Figure 1. Local utilization (run 1).
16 x 16 tiles, from black (low) to pale yellow (high), 0 to 100% covered.
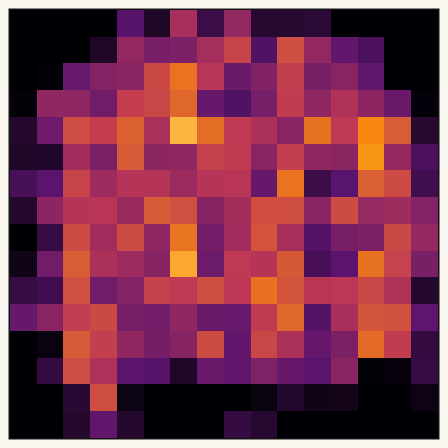
Figure 2. Cell placement (run 1).
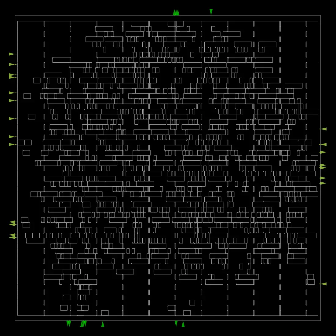
Figure 3. Nets reached from selected ports (run 1).
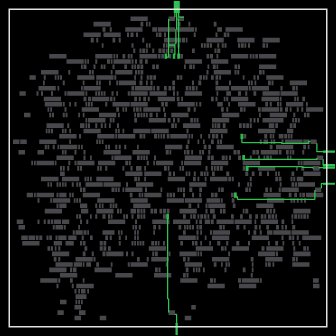
Figure 4. Met3 routing (run 1).
The bar under the picture is 50 µm long.
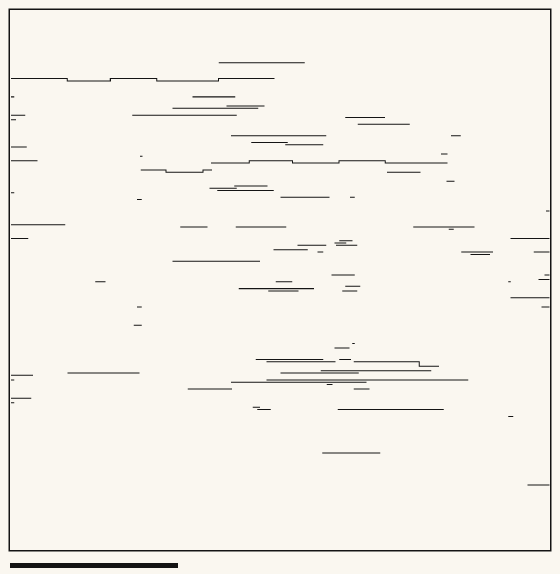
[config.mk]
export PLATFORM = sky130hd
export DESIGN_NAME = table_stream_loader
export DESIGN_NICKNAME = d
export VERILOG_FILES = /design/src/rtl/table_stream_loader.sv
export SDC_FILE = /design/constraint.sdc
export NUM_CORES = 1
export LEC_CHECK = 0
export ABC_AREA = 1
export CAP_MARGIN = 20
export CORE_UTILIZATION = 30
export CTS_CLUSTER_SIZE = 14
export DETAILED_ROUTE_END_ITERATION = 10
export PLACE_DENSITY = 0.47
export SLEW_MARGIN = 0
export SYNTH_ARGS = -nofsm -noshare
export SYNTH_HDL_FRONTEND = slang
export SYNTH_SLANG_ARGS = --single-unit
[constraint.sdc]
create_clock -name clk -period 6.6 [get_ports clk]
set_input_delay 1.65 -clock clk [delete_from_list [all_inputs] [get_ports clk]]
set_output_delay 1.65 -clock clk [all_outputs]
set_load 0.005 [all_outputs]
[src/rtl/table_stream_loader.sv]
// Run-time loadable addr->data lookup table.
// Stream words fill entries 0..DEPTH-1 in order; reads are combinational.
module table_stream_loader #(
    parameter int ADDR_W = 4,
    parameter int DATA_W = 8,
    parameter int DEPTH  = 16
) (
    input  logic              clk,
    input  logic              rst,
    input  logic              load_start,
    input  logic              wr_valid,
    input  logic [DATA_W-1:0] wr_data,
    output logic              wr_ready,
    output logic              loading,
    output logic              done,
    output logic [ADDR_W:0]   wr_count,
    input  logic [ADDR_W-1:0] rd_addr,
    output logic [DATA_W-1:0] rd_data,
    output logic              rd_valid
);

    typedef enum logic [1:0] {
        IDLE,
        LOAD,
        DONE
    } state_t;

    localparam logic [ADDR_W:0] LAST_IDX = (ADDR_W + 1)'(DEPTH - 1);

    state_t            state;
    state_t            state_next;
    logic [DATA_W-1:0] mem [DEPTH];
    logic [DEPTH-1:0]  valid_bits;
    logic              xfer;
    logic              last;

    assign xfer = wr_valid && wr_ready;
    assign last = (wr_count == LAST_IDX);

    // State register
    always_ff @(posedge clk or posedge rst) begin
        if (rst) begin
            state <= IDLE;
        end else begin
            state <= state_next;
        end
    end

    // Next-state: any load_start (re)enters LOAD; final transfer completes
    always_comb begin
        state_next = state;
        case (state)
            IDLE, DONE: begin
                if (load_start) begin
                    state_next = LOAD;
                end
            end
            LOAD: begin
                if (xfer && last) begin
                    state_next = DONE;
                end
            end
            default: state_next = IDLE;
        endcase
    end

    // Outputs: a restart pulse blocks the transfer in its own cycle
    always_comb begin
        loading  = 1'b0;
        wr_ready = 1'b0;
        if (state == LOAD) begin
            loading  = 1'b1;
            wr_ready = !load_start;
        end
    end

    // Write counter and completion flag
    always_ff @(posedge clk or posedge rst) begin
        if (rst) begin
            wr_count <= '0;
            done     <= 1'b0;
        end else if (load_start) begin
            wr_count <= '0;
            done     <= 1'b0;
        end else if (xfer) begin
            wr_count <= wr_count + 1'b1;
            if (last) begin
                done <= 1'b1;
            end
        end
    end

    // Per-entry valid bits, cleared on every (re)load
    always_ff @(posedge clk or posedge rst) begin
        if (rst) begin
            valid_bits <= '0;
        end else if (load_start) begin
            valid_bits <= '0;
        end else if (xfer) begin
            valid_bits[wr_count[ADDR_W-1:0]] <= 1'b1;
        end
    end

    // Table storage; contents survive a restart, only reset zeroes them
    always_ff @(posedge clk or posedge rst) begin
        if (rst) begin
            for (int i = 0; i < DEPTH; i++) begin
                mem[i] <= '0;
            end
        end else if (xfer) begin
            mem[wr_count[ADDR_W-1:0]] <= wr_data;
        end
    end

    assign rd_data  = mem[rd_addr];
    assign rd_valid = valid_bits[rd_addr];

endmodule

==> changes_impl.md, run 1 <==
### Implementation results

- Drt total wl: 22.37 mm
- Main logic family: simple AND/OR/NAND/NOR gates
- Post-synth regs: 152
- CP Depth: 6
- Power Dens Cells: 268.8 mW/mm²
- Part of the power in registers: 45.7%
- TritonCTS Buffers: 17
- Pin count of the biggest net entering global routing: 104
- Hold slack: 0.4794 ns
- Max-slew violation count: 0
- Number of hold buffers added after cts: 0
- Clk sinks: 152
- Layout cell share with drive strength beyond 1: 5.304%
- Critical Path Max Stage Delay: 0.53 ns
- Adder Area Share: 0.8263%
- Most frequent cells in the layout: nand2_1 (402), dfrtp_1 (152), inv_1 (134), nand3_1 (117), o21ai_0 (107)
- Antenna violations before repair: 0
- Die Size: 0.02588 mm²
- Slowest CP cell: clkinv_1
- Slew HR: 38.39%
- Inverters: 140
- DP HPWL: 14.58 mm
- Core Area: 0.02453 mm²
- Worst min-delay path class: reg -> reg
- Routed wl met2: 9.390 mm
- Main flop type: dfrtp_1
- Sum of negative setup slack: 0 ns
- Final core occ: 35.40%
- Fmax achieved: 186.3 MHz
- Seq power: 1.07 mW
- GP Congestion: 0.7445
- Top cell area share: 50.24%
- Synth top cells by count: nand2_1 (402), dfrtp_1 (152), inv_1 (135), nand3_1 (117), o21ai_0 (107)
- Synth area leader: dfrtp_1
- Met1 Use GR: 28.52%
- Placed cell area: 0.008104 mm²
- Worst-Margin Slew: 0.9212 ns
- Clock distribution power: 0.937 mW
- DRC Markers: 0
- Gate Area: 0.002957 mm²
- Unique cell types: 22
- Synth mux share: 0%
- Combinational gates: 671
- Worst Setup EP: rd_data[5]
- Most common cell in the netlist: nand2_1
- First-pass GRT wire length: 36.69 mm
- P_int: 1.655 mW
- 1st-iter DRT viols: 563
- Die width: 160.9 µm
- FP Util: 30.86%
- CTS tree: built
- Logic share of the area: 34.04%
- Die height: 160.9 µm
- DR top layer: met4
- Status: completed
- Worst-Skew Late Latency: 0.43 ns
- Met3 Wirelength: 1.011 mm
- Final setup viols: 0
- Initial DRT Pass Iterations: 5
- Routed Antenna Nets: 0
- Ports: 33
- Non-Clock Buffer Area Fraction: 5.014%
- H-Tree Depth: 4
- Synth Cell Area: 0.007571 mm²
- Register area: 0.003804 mm²
- Worst-path clk slew: 0.06 ns
- Share of flip-flops with an asynchronous set or reset: 100.0%
- Area growth, synth to finish: 14.71%
- Final worst path period need: 5.367 ns
- Cell Rows: 57
- Avg Inst Size Synth: 7.474 µm²
- Vias: 6326
- Dpl ws: 1.268 ns
- WHS Path Cells: 2
- Post-CTS setup buffers: 0
- Critical path type: in -> out
- Required time of the critical path: 4.95 ns
- Regs by FF count: mem (128), valid_bits (16), wr_count (5)
- Simple-Gate Area Share: 30.01%
- Critical path endpoint category: output port
- Top Usage Layer GRT: met1
- Peak supply drop: 178.8 µV
- Slack of the worst reg-to-reg path: 4.03 ns
-- Figure 1 (at the start) --
nearly empty tiles: 17%
tiles over 75% full: 1.2%
fullest tile: 84%

-- Figure 2 (at the start) --
sequential share of cell area: 43.80%
# fillers: 2647

-- Figure 3 (at the start) --
[rd_data] green | direction: output | edge: 4 right, 3 top, 1 bottom | end cells: 8 | buffers: 8 | wire: 309 µm

-- Figure 4 (at the start) --
share of all routed wire: 4.5%
nets with wire on the layer: 57
main direction: horizontal

Figure 5. Gate families picked out (run 1).
The bar under the picture is 50 µm long.
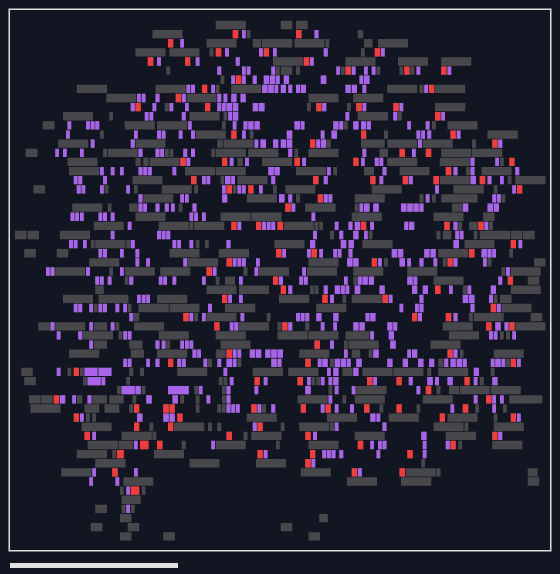

==> run 2: changes to the inputs <==
- clock period: 6.6 -> 5.5 ns (I/O delays scaled with it)
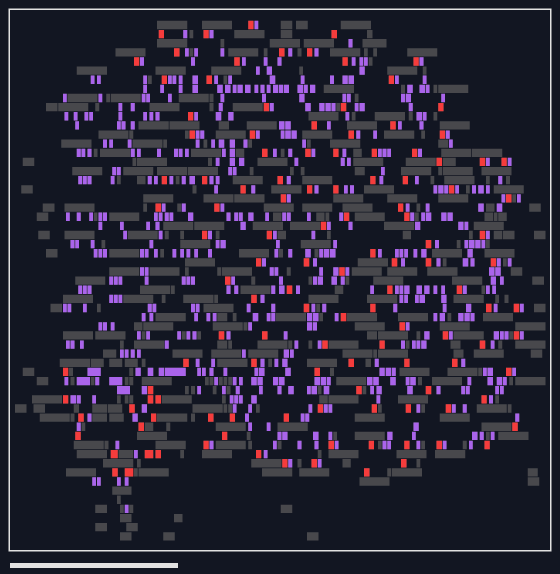
Figure 6: run 2, gate families picked out.
The bar under the picture is 50 µm long.
[inverting AOI/OAI gates] red | cells: 123 | most used: o21ai_0 | where: widely spread
[NAND gates] purple | cells: 524 | most used: nand2_1

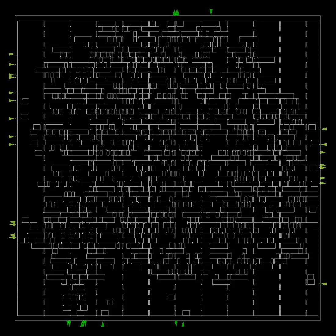
Figure 7: run 2, cell placement.
Flops: 152
# fillers: 2672
non-filler cells in the finished layout: 1365

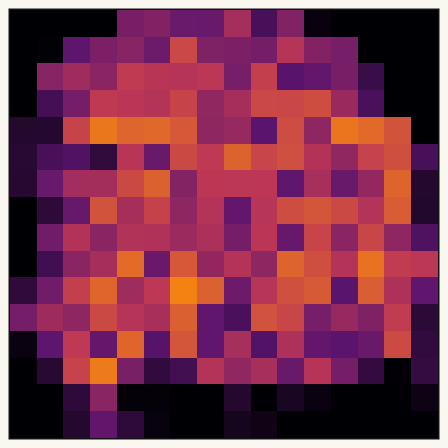
Figure 8: run 2, local utilization.
16 x 16 tiles, from black (low) to pale yellow (high), 0 to 100% covered.
emptiest ninth of the die: bottom right
nearly empty tiles: 18%
fullest tile: 72%

==> changes_impl.md, run 2 <==
### Implementation results

- Layout cell share with drive strength beyond 1: 5.572% (was 5.304%)
- H-Tree Depth: 4 (unchanged)
- TritonCTS Buffers: 17 (unchanged)
- Slack of the worst reg-to-reg path: 3.20 ns (was 4.03 ns)
- Post-synth regs: 152 (unchanged)
- 1st-iter DRT viols: 457 (was 563)
- Register area: 0.003804 mm² (unchanged)
- Die Size: 0.02588 mm² (unchanged)
- Routed Antenna Nets: 0 (unchanged)
- Synth top cells by count: nand2_1 (402), dfrtp_1 (152), inv_1 (135), nand3_1 (117), o21ai_0 (107) (unchanged)
- DRC Markers: 0 (unchanged)
- Met3 Wirelength: 951 µm (was 1.011 mm)
- Drt total wl: 22.01 mm (was 22.37 mm)
- Dpl ws: 0.7025 ns (was 1.268 ns)
- Adder Area Share: 0.8263% (unchanged)
- P_int: 1.950 mW (was 1.655 mW)
- Antenna violations before repair: 0 (unchanged)
- Worst Setup EP: rd_valid (was rd_data[5])
- Clock power share: 39.7% (was 40.1%)
- Worst-path clk slew: 0.07 ns (was 0.06 ns)
- Status: completed (unchanged)
- Vias: 6302 (was 6326)
- Die width: 160.9 µm (unchanged)
- Final core occ: 35.36% (was 35.40%)
- Regs by FF count: mem (128), valid_bits (16), wr_count (5) (unchanged)
- CTS tree: built (unchanged)
- Peak supply drop: 215.0 µV (was 178.8 µV)
- Cell Rows: 57 (unchanged)
- Part of the power in registers: 46.0% (was 45.7%)
- Routed wl met2: 9.421 mm (was 9.390 mm)
- Top cell area share: 50.24% (unchanged)
- Max FFs per register: 128 (unchanged)
- Unique cell types: 22 (unchanged)
- Critical Path Max Stage Delay: 0.53 ns (about the same)
- Simple-Gate Area Share: 30.01% (unchanged)
- Seq power: 1.28 mW (was 1.07 mW)
- Main logic family: simple AND/OR/NAND/NOR gates (unchanged)
- Final setup viols: 0 (unchanged)
- Clk sinks: 152 (unchanged)
- Synth mux share: 0% (unchanged)
- Slowest CP cell: clkinv_1 (unchanged)
- Pin count of the biggest net entering global routing: 102 (was 104)
- Number of hold buffers added after cts: 0 (unchanged)
- DP HPWL: 14.36 mm (was 14.58 mm)
- Max-slew violation count: 0 (unchanged)
- DR top layer: met4 (unchanged)
- Required time of the critical path: 4.12 ns (was 4.95 ns)
- FP Util: 30.86% (unchanged)
- Top Usage Layer GRT: met1 (unchanged)
- Clock distribution power: 1.10 mW (was 0.937 mW)
- Most frequent cells in the layout: nand2_1 (402), dfrtp_1 (152), inv_1 (134), nand3_1 (117), o21ai_0 (107) (unchanged)
- Sequential share of cell area: 43.85% (was 43.80%)
- Share of flip-flops with an asynchronous set or reset: 100.0% (unchanged)
- Post-CTS setup buffers: 0 (unchanged)
- Gate Area: 0.002957 mm² (unchanged)
- Fmax achieved: 208.1 MHz
- Critical path endpoint category: output port (unchanged)
- First-pass GRT wire length: 35.85 mm (was 36.69 mm)
- Worst min-delay path class: reg -> reg (unchanged)
- Most common cell in the netlist: nand2_1 (unchanged)
- Fin. Hold Viols: 0 (unchanged)
- Placed cell area: 0.008129 mm² (was 0.008104 mm²)
- Area growth, synth to finish: 14.58% (was 14.71%)
- Dominant kind of cell by area: sequential cells (unchanged)
- Slew HR: 34.33% (was 38.39%)
- Combinational gates: 671 (unchanged)
- Sum of negative setup slack: 0 ns (unchanged)
- WHS Path Cells: 1 (was 2)
- Synth Cell Area: 0.007571 mm² (unchanged)
- Final worst path period need: 4.805 ns
- Main flop type: dfrtp_1 (unchanged)
- Met1 Use GR: 27.99% (was 28.52%)
- Yosys cell count: 1013 (unchanged)
- Die height: 160.9 µm (unchanged)
- Mapped Cells: 1013 (unchanged)
- Logic share of the area: 34.08% (was 34.04%)
- Avg Inst Size Synth: 7.474 µm² (unchanged)
- Initial DRT Pass Iterations: 5 (unchanged)
- CP Depth: 6 (unchanged)
- Non-Clock Buffer Area Fraction: 4.991% (was 5.014%)
- Ports: 33 (unchanged)
- Power Dens Cells: 320.0 mW/mm² (was 268.8 mW/mm²)
- Sw frac: 29.75% (was 29.11%)
- Critical path type: in -> out (unchanged)
- Synth area leader: dfrtp_1 (unchanged)
- GP Congestion: 0.7909 (was 0.7445)
- Worst-Skew Late Latency: 0.43 ns (about the same)
- Inverters: 140 (unchanged)
Power figures rest on the tool's default switching activity, not on a simulated workload.
